## config.mk

```make
export PLATFORM = sky130hd
export DESIGN_NAME = boundary_scan_chain
export DESIGN_NICKNAME = d
export VERILOG_FILES = /design/src/rtl/boundary_scan_chain.sv
export SDC_FILE = /design/constraint.sdc
export NUM_CORES = 1
export LEC_CHECK = 0
export CAP_MARGIN = 20
export CORE_UTILIZATION = 50
export CTS_CLUSTER_SIZE = 14
export DETAILED_ROUTE_END_ITERATION = 10
export GPL_ROUTABILITY_DRIVEN = 0
export PLACE_DENSITY = 0.86
export SYNTH_ARGS = -nofsm -noshare
export SYNTH_HDL_FRONTEND = slang
export SYNTH_SLANG_ARGS = --single-unit
export TNS_END_PERCENT = 30
```

## constraint.sdc

```tcl
create_clock -name ClockDR -period 1.28 [get_ports ClockDR]
set_clock_uncertainty 0.1 [all_clocks]
set_input_delay 0.256 -clock ClockDR [delete_from_list [all_inputs] [get_ports ClockDR]]
set_output_delay 0.256 -clock ClockDR [all_outputs]
set_load 0.05 [all_outputs]
```

## src/rtl/boundary_scan_chain.sv

```systemverilog
// -----------------------------------------------------------------------------
// boundary_scan_chain
//
// Boundary-scan data register in the IEEE 1149.1 style. It wraps a 16-bit
// adder/selector core. Input cells sit between the system pins and the core
// inputs. Output cells sit between the core outputs and the system pins. All
// cells form one serial chain of 3*N+3 bits, running from TDI to TDO.
//
// Cell index order along the chain, starting at TDI:
//   a[0..N-1]   : 0      .. N-1
//   b[0..N-1]   : N      .. 2N-1
//   cin         : 2N
//   sel         : 2N+1
//   sum[0..N-1] : 2N+2   .. 3N+1
//   co          : 3N+2   (last cell, drives TDO)
//
// Each cell has a shift/capture flop (S) and an update flop (U).
//
// Ports:
//   ClockDR          in   DR clock, all state changes on its rising edge
//   Reset            in   synchronous active-high reset of all S and U flops
//   TDI              in   serial scan input
//   ShiftDR          in   1 = shift the chain, 0 = capture the parallel inputs
//   UpdateDR         in   1 = load U from S (pre-edge S value)
//   Mode             in   0 = pass-through, 1 = parallel outputs driven from U
//   sys_pin_a/b      in   system-side operands (N bits)
//   sys_pin_cin/sel  in   system-side carry-in / select
//   module_pin_sum   in   core-side sum (N bits)
//   module_pin_co    in   core-side carry-out
//   module_pin_a/b   out  operands to the core (N bits)
//   module_pin_cin   out  carry-in to the core
//   module_pin_sel   out  select to the core
//   sys_pin_sum      out  sum to the system (N bits)
//   sys_pin_co       out  carry-out to the system
//   TDO              out  serial scan output
//
// Optional feature, macro BSC_TDO_NEGEDGE_EN:
//   When defined, TDO is retimed through a falling-edge flop. That flop is
//   cleared by Reset on the falling edge.
//   When undefined, TDO is the S flop of the last cell.
// -----------------------------------------------------------------------------
module boundary_scan_chain #(
   parameter int N = 16
) (
   input  logic         ClockDR,
   input  logic         Reset,
   input  logic         TDI,
   input  logic         ShiftDR,
   input  logic         UpdateDR,
   input  logic         Mode,
   input  logic [N-1:0] sys_pin_a,
   input  logic [N-1:0] sys_pin_b,
   input  logic         sys_pin_cin,
   input  logic         sys_pin_sel,
   input  logic [N-1:0] module_pin_sum,
   input  logic         module_pin_co,
   output logic [N-1:0] module_pin_a,
   output logic [N-1:0] module_pin_b,
   output logic         module_pin_cin,
   output logic         module_pin_sel,
   output logic [N-1:0] sys_pin_sum,
   output logic         sys_pin_co,
   output logic         TDO
);

   localparam int L       = 3*N + 3;
   localparam int B_LO    = N;
   localparam int CIN_IDX = 2*N;
   localparam int SEL_IDX = 2*N + 1;
   localparam int SUM_LO  = 2*N + 2;
   localparam int CO_IDX  = 3*N + 2;

   logic [L-1:0] r_s;        // shift/capture stage, bit i = cell i
   logic [L-1:0] r_u;        // update stage
   logic [L-1:0] w_par_in;   // parallel capture value of every cell

   // The concatenation puts a[0] at bit 0, so bit i is the capture value of cell i.
   assign w_par_in = {module_pin_co, module_pin_sum, sys_pin_sel, sys_pin_cin,
                      sys_pin_b, sys_pin_a};

   // NOTE: these are non-blocking assignments, so r_u samples the value r_s
   // had before the edge. That holds even when ShiftDR and UpdateDR are both
   // high on the same edge.
   always_ff @(posedge ClockDR) begin
      if (Reset) begin
         r_s <= '0;
         r_u <= '0;
      end else begin
         if (ShiftDR)
            r_s <= {r_s[L-2:0], TDI};
         else
            r_s <= w_par_in;
         if (UpdateDR)
            r_u <= r_s;
      end
   end

   // Parallel-side muxes. These are purely combinational, so Mode=0 gives
   // zero-latency pass-through whatever the scan logic is doing.
   assign module_pin_a   = Mode ? r_u[N-1:0]              : sys_pin_a;
   assign module_pin_b   = Mode ? r_u[B_LO +: N]          : sys_pin_b;
   assign module_pin_cin = Mode ? r_u[CIN_IDX]            : sys_pin_cin;
   assign module_pin_sel = Mode ? r_u[SEL_IDX]            : sys_pin_sel;
   assign sys_pin_sum    = Mode ? r_u[SUM_LO +: N]        : module_pin_sum;
   assign sys_pin_co     = Mode ? r_u[CO_IDX]             : module_pin_co;

`ifdef BSC_TDO_NEGEDGE_EN
   // TDO changes half a cycle after the shift edge, as 1149.1 TDO timing
   // expects. Reset is sampled on the falling edge.
   logic r_tdo;

   always_ff @(negedge ClockDR) begin
      if (Reset)
         r_tdo <= 1'b0;
      else
         r_tdo <= r_s[CO_IDX];
   end

   assign TDO = r_tdo;
`else
   assign TDO = r_s[CO_IDX];
`endif

endmodule

```

run_1/congestion.png
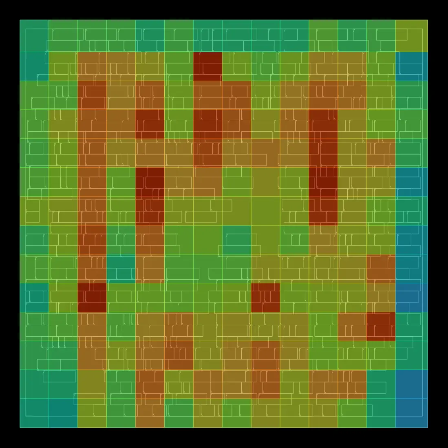
met2 Use GR: 0.4269
layer carrying the most global-route usage: met2
drt wl/cell: 16.14 um

run_1/layer_met3.png
Drawn at 4 px/um.
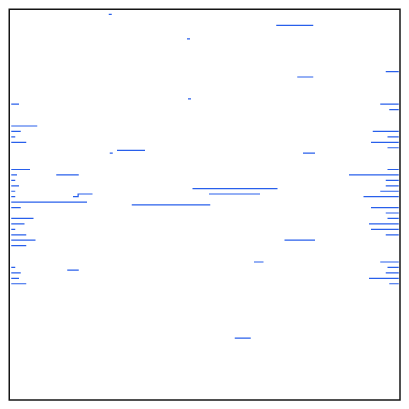
wire length on this layer = 284 um
share of all routed wire = 2.8%

==> notes.md, run 1 <==
Notes on the physical implementation.

- The later-pin clock latency in the skew report is 0.35 ns, for reference.
- The checks that failed: setup timing.
- Per the final timing report, the hold violations number 0.
- The synthesized netlist contains 10 unique library cells.
- Counting I/O delays and the setup requirement, the final critical path takes 1.474 ns.
- The setup slack on the worst flop-to-flop path is about 0.36 ns, for reference.
- The first-pass GRT wire length is 16,410 um, for reference.
- Per the log, the first TritonRoute iteration ended with a DRC count of around 67.
- The flow ran to the end, but the final reports show violations.
- Setup slack on the critical path of the routed design comes to -0.1942 ns.
- The placement row count is 34, for reference.
- The finished design was reported to have a net count of roughly 580.
- The combinational gate area is approximately 2200 um2, for reference.
- The static leakage is 3.164 nW, for reference.
- The power density over the cells is 1076 nW/um2, for reference.
- The clock-pin slew reported for the worst setup and hold paths after clock tree synthesis is 0.10 ns, for reference.
- In the global route stage, met1 resource usage came out at 0.2372.
- The multiplexer area fraction after synthesis is 0.3923, for reference.
- STA shows the worst reg2reg path with a cell count of 3.
- Non-clock inverters in the final layout number 0.
- Routing resource usage on met3 recorded by global route was 0.02950.
- Per Yosys stat, the portion of area used by sequential elements is 0.4493.
- The count of flip-flops with a built-in enable after synthesis is 0, for reference.
- The final report lists the setup-violating endpoint count as 51.
- Once synthesis finished, the tally of register bits stood at 102.
- The warning tally printed by Yosys for this design is 0.
run_1/logic_types.png
Drawn at 4 px/um.
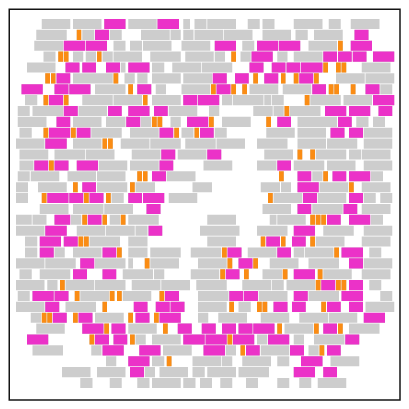
orange -> NOR gates  # cells 102, where widely spread
magenta -> multiplexers  # cells 153, where widely spread

run_1/sizes.png
Drawn at 4 px/um.
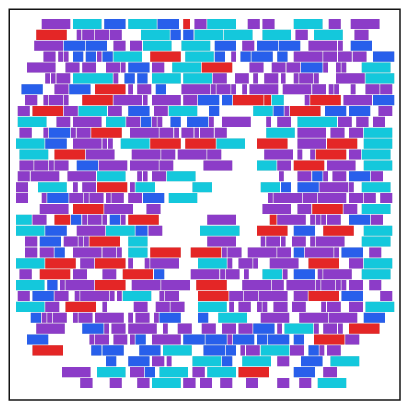
red -> _2 cells  # cells 44, share 8.4%, most used dfxtp_2
cyan -> _6 and larger  # cells 75, share 14%, most used buf_12
blue -> _3 and _4 cells  # cells 86, share 16%, most used mux2_4
purple -> _0 and _1 cells  # cells 320, share 61%
bufs w/o clock: 152
setup slack of the critical path after layout: -0.1942 ns

## run 1: registers in the layout (all words and copies together), names as in the netlist
signal / count
r_u: 51
r_s: 51
## run 1: cell usage in the layout, fill, tap and decap left out, drive strengths merged
master and n:
mux2 51, clkdlybuf4s50 2, clkbuf 11, mux2i 102
inv 1, dlygate4sd2 50, buf 100, dfxtp 102
nor2 102, clkinv 3, clkinvlp 1
## run 1: critical path, cell delays in order (launching register included)
cell	delay, ns
dfxtp_2	0.34
mux2_4	0.28
buf_12	0.15
## run 1: through the flow
stage,hold WS [ns],area (um2)
2_1_floorplan,0.2999,4544
3_5_place_dp,0.3855,6317
6_report,0.1591,6593
5_1_grt,0.1566,6593
3_3_place_gp,0.3715,6317
4_1_cts,0.1551,6555
run_1/placement_by_type.png
Drawn at 4 px/um. Fill, decap, tap and diode cells in grey.
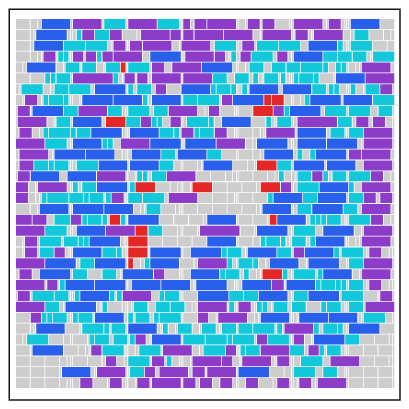

==> run 1 -> run 2 <==
--- a/config.mk
+++ b/config.mk
@@ -6,6 +6,7 @@
 export NUM_CORES = 1
 export LEC_CHECK = 0
 export CAP_MARGIN = 20
+export CORE_MARGIN = 2
 export CORE_UTILIZATION = 50
 export CTS_CLUSTER_SIZE = 14
 export DETAILED_ROUTE_END_ITERATION = 10
run_2/placement_by_type.png
Drawn at 4 px/um. Fill, decap, tap and diode cells in grey.
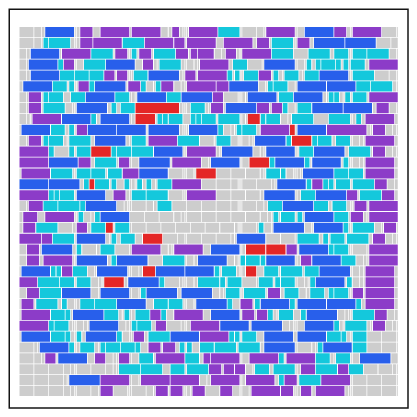
purple -> other buffers and delay cells  # cells 150
red -> clock drivers and dummy loads  # cells 16
cyan -> combinational and other logic  # cells 255
blue -> flops  # cells 102

run_2/congestion.png
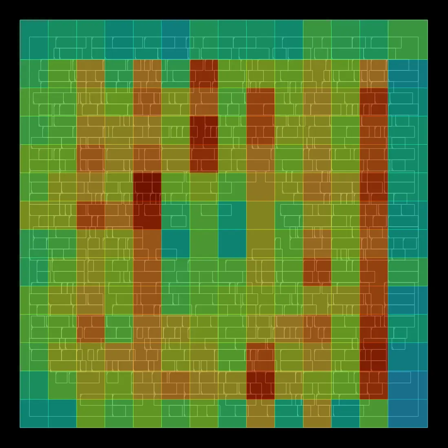
Total Routing Usage GR: 0.1972
met3 capacity usage during global routing: 0.03795
drt wl/cell: 15.60 um
met2 Use GR: 0.3669

==> run 2 against run 1 <==
Flip-flop count did not move; clock-buffer cell count did not move; wire length is 3.6% lower; worst setup slack lost 0.0013 ns; largest power group unchanged; die area increased by 4.2%; the flow still finishes with violations (setup timing).
==> notes.md, run 2 <==
Notes on the physical implementation.

- The number of storage elements in the synthesis netlist was 102 (unchanged).
- The library cells used most frequently in the layout, excluding fill and tap cells, are mux2i_1 (102), nor2_1 (102), dfxtp_1 (64).
- The setup slack on the worst flop-to-flop path is 0.37 ns (about the same), for reference.
- The count of synthesis-stage warnings from yosys is 0 (unchanged), for reference.
- In the final report, the number of pins over their slew limit comes to 0.
- The path length in cells of the critical path is 3 (+1), for reference.
- The static leakage is 3.155 nW (-0.27%), for reference.
- The number of nets in the layout is 575 (-0.35%).
- The flow ran to the end, but the final reports show violations.
- The final critical delay including setup and external delays came to 1.475 ns (+0.001252 ns).
- The later-pin clock latency in the skew report was 0.35 ns (about the same).
- The distinct cell type count of the synthesized netlist is 10 (unchanged), for reference.
- The cell area reported after detailed placement is 6305 um2 (-0.20%), for reference.
- The number of DRC violations after detailed-routing iteration 0 is 53 (-21%), for reference.
- The placement row count is 34 (unchanged), for reference.
- The pre-antenna-repair detailed-routing pass consisted of 4 iterations.
- Detailed routing placed a total of 325 um of wire on met3.
- The area of all placed cells without fillers came to 6563 um2 (-0.46%).
- The critical path buffer and inverter count is 2 (+1), for reference.
- The type recorded for the worst min-delay path is input pin to flip-flop.
- The multiplexer area fraction after synthesis is 0.3923 (unchanged), for reference.
- Listed in order, past its start point the critical path passes clkdlybuf4s50_1 > mux2_4 > buf_12.
- The sequential area share after synthesis was 0.4493 (unchanged).
- The largest registers in the layout are r_s (51), r_u (51).
- The power density over the cells is 1101 nW/um2 (+2.3%), for reference.
- The peak per-stage delay on the critical path is 0.42 ns (+0.08 ns), for reference.
- The worst setup margin came to -0.1955 ns (-0.001252 ns).
- The clock-pin slew reported for the worst setup and hold paths after clock tree synthesis is 0.09 ns (about the same), for reference.
- The final reports fail on setup timing.
- The number of setup violations in the final report came to 51 (unchanged).
- The final hold slack is 0.1904 ns (+0.03136 ns), for reference.
- The upper clock frequency limit is 0.6777 GHz, for reference.
- The worst-case IR drop observed on VDD is 689.5 uV.
- The routing usage on met1 is 0.2198 (-0.01749), for reference.
- The post-placement cell count is 610, for reference.
- The first-pass GRT wire length is 15,590 um (-5.0%), for reference.
- The area fraction of the largest cell type after synthesis is 0.4493.
- The worst reg-to-reg path cell count is 3 (unchanged), for reference.
run 2: cell counts after synthesis:
No cell type changed its count.
run 2: report_power, final:
part	switching, mW	internal (mW)
Sequential	0.0837	3.33
Combinational	0.894	0.972
Clock	1.04	0.910
run 2: cell families (layout without fill, tap and decap cells):
logic type    after synthesis  after routing
mux                       153            153
flops                     102            102
simple gates              102            102
buf+inv                    29            166
run 2: repair_timing:
action                     in CTS  in global routing
setup buffers                   3                  1
resized                        67                 26
setup endpoints to repair      51                 52
cloned                          1                  0
run 2: layout make-up:
type	count	area, um2	area share
clock buffer	11	131.4	0.02002
tap	108	135.1	0.02059
clock inverter	5	60.06	0.009152
sequential	102	2090	0.3184
multi-input combinational	255	2170	0.3306
timing repair buffer	150	1977	0.3012
run_2/sizes.png
Drawn at 4 px/um.
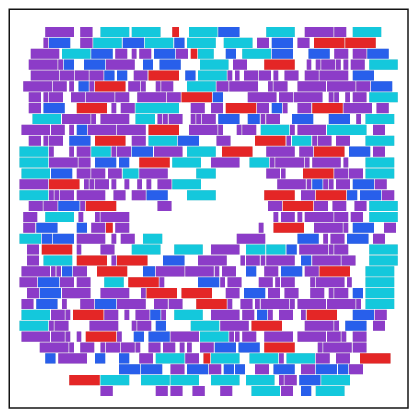

==> run 2 -> run 3 <==
--- a/config.mk
+++ b/config.mk
@@ -15,4 +15,3 @@
 export SYNTH_ARGS = -nofsm -noshare
 export SYNTH_HDL_FRONTEND = slang
 export SYNTH_SLANG_ARGS = --single-unit
-export TNS_END_PERCENT = 30
run_3/sizes.png
Drawn at 4 px/um.
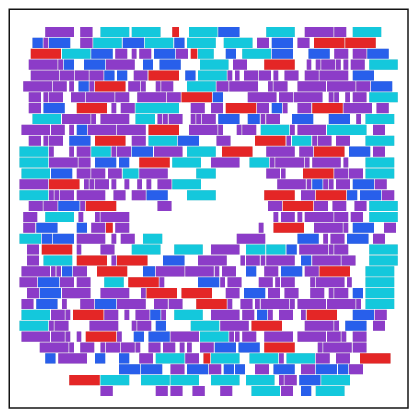
red -> _2 cells  # cells 43, share 8.2%, most used dfxtp_2
purple -> _0 and _1 cells  # cells 321, share 61%
blue -> _3 and _4 cells  # cells 86, share 16%, most used mux2_4
cyan -> _6 and larger  # cells 74, share 14%, most used buf_12

run_3/layer_met3.png
Drawn at 4 px/um.
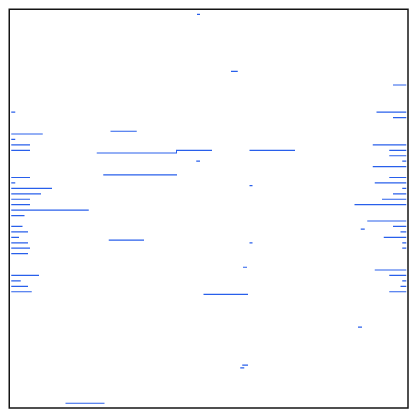
share of all routed wire = 3.2%
nets with wire on the layer = 55
main direction = horizontal
wire length on this layer = 317 um

==> run 3 against run 2 <==
The flow still finishes with violations (setup timing); worst hold slack lost 0.00072 ns; clock-buffer cell count is the same; sequential share of layout area is essentially flat; sequential power is essentially flat; non-clock buffer count grew 1; die area is the same; clock power is essentially flat; flip-flop count is the same.
==> notes.md, run 3 <==
Notes on the physical implementation.

- The flow ran to the end, but the final reports show violations.
- The checks that failed: setup timing.
- The most critical min-delay path falls under input pin to flip-flop.
- For reference, the critical path cell chain is clkdlybuf4s50_1 > mux2_4 > buf_12.
- The relative area of clock buffers and inverters in the final design is 0.02913 (-0.00003889).
- The proportion of netlist area held by the largest area contributor was 0.4493 (unchanged).
- The relative contribution of the clock network to total power is 0.269 (about the same), for reference.
- The sequential area share after synthesis is 0.4493 (unchanged), for reference.
- The post-placement cell count is 610 (unchanged).
- The path length in cells of the critical path is 3 (unchanged), for reference.
- The worst setup margin is -0.1955 ns (unchanged), for reference.
- The clock-pin slew reported for the worst setup and hold paths after clock tree synthesis is 0.09 ns (about the same), for reference.
- The sequential cell area was 2091 um2 (about the same).
- The first-pass GRT wire length is 15,600 um (about the same), for reference.
- The final critical delay including setup and external delays is 1.475 ns (unchanged), for reference.
- The max-slew violation total from the final report came to 0 (unchanged).
- The power density over the cells is 1100 nW/um2 (about the same), for reference.
- The met2 track utilization from global routing was 0.3654 (-0.001559).
- The design internal power is 5.214 mW (about the same), for reference.
- In the final layout, the registers with the most flip-flops are r_s (51), r_u (51).
- The number of storage elements in the synthesis netlist came to 102 (unchanged).
- The cell area reported after detailed placement came to 6305 um2 (unchanged).
- The number of setup violations in the final report is 51 (unchanged).
- The number of nets in the layout is 576 (+0.17%).
- The sequential share of power was 0.472 (about the same).
- The static leakage is 3.161 nW (+0.19%).
- The multi-input combinational gate total is 255 (unchanged), for reference.
- The met3 usage in global routing is 0.03795 (unchanged), for reference.
[run 3: netlist changes by cell type in the layout (fill, tap and decap cells not counted)]
cell,delta
buf_4,+1
dfxtp_1,-1
dfxtp_2,+1
[run 3: logic make-up after synthesis]
family,count (synthesis),share of synthesized area
flops,102,0.4493
mux,153,0.3923
simple gates,102,0.08425
buf+inv,29,0.07406
[run 3: power by group through the flow]
stage                     Combinational [mW]  Clock (mW)  Sequential [mW]
after floorplan                         1.08           0             3.46
after global placement                  1.86           0             3.47
after detailed placement                1.90           0             3.48
after CTS                               1.88        2.00             3.41
after global routing                    1.95        2.16             3.43
final                                   1.87        1.95             3.41
[run 3: repair_timing]
action                                 4_1_cts  5_1_grt
cloned                                       1        0
endpoints found under the hold margin        0        0
resized                                     69       25
setup endpoints to repair                   51       52
setup buffers                                5        0
Power figures rest on the tool's default switching activity, not on a simulated workload.
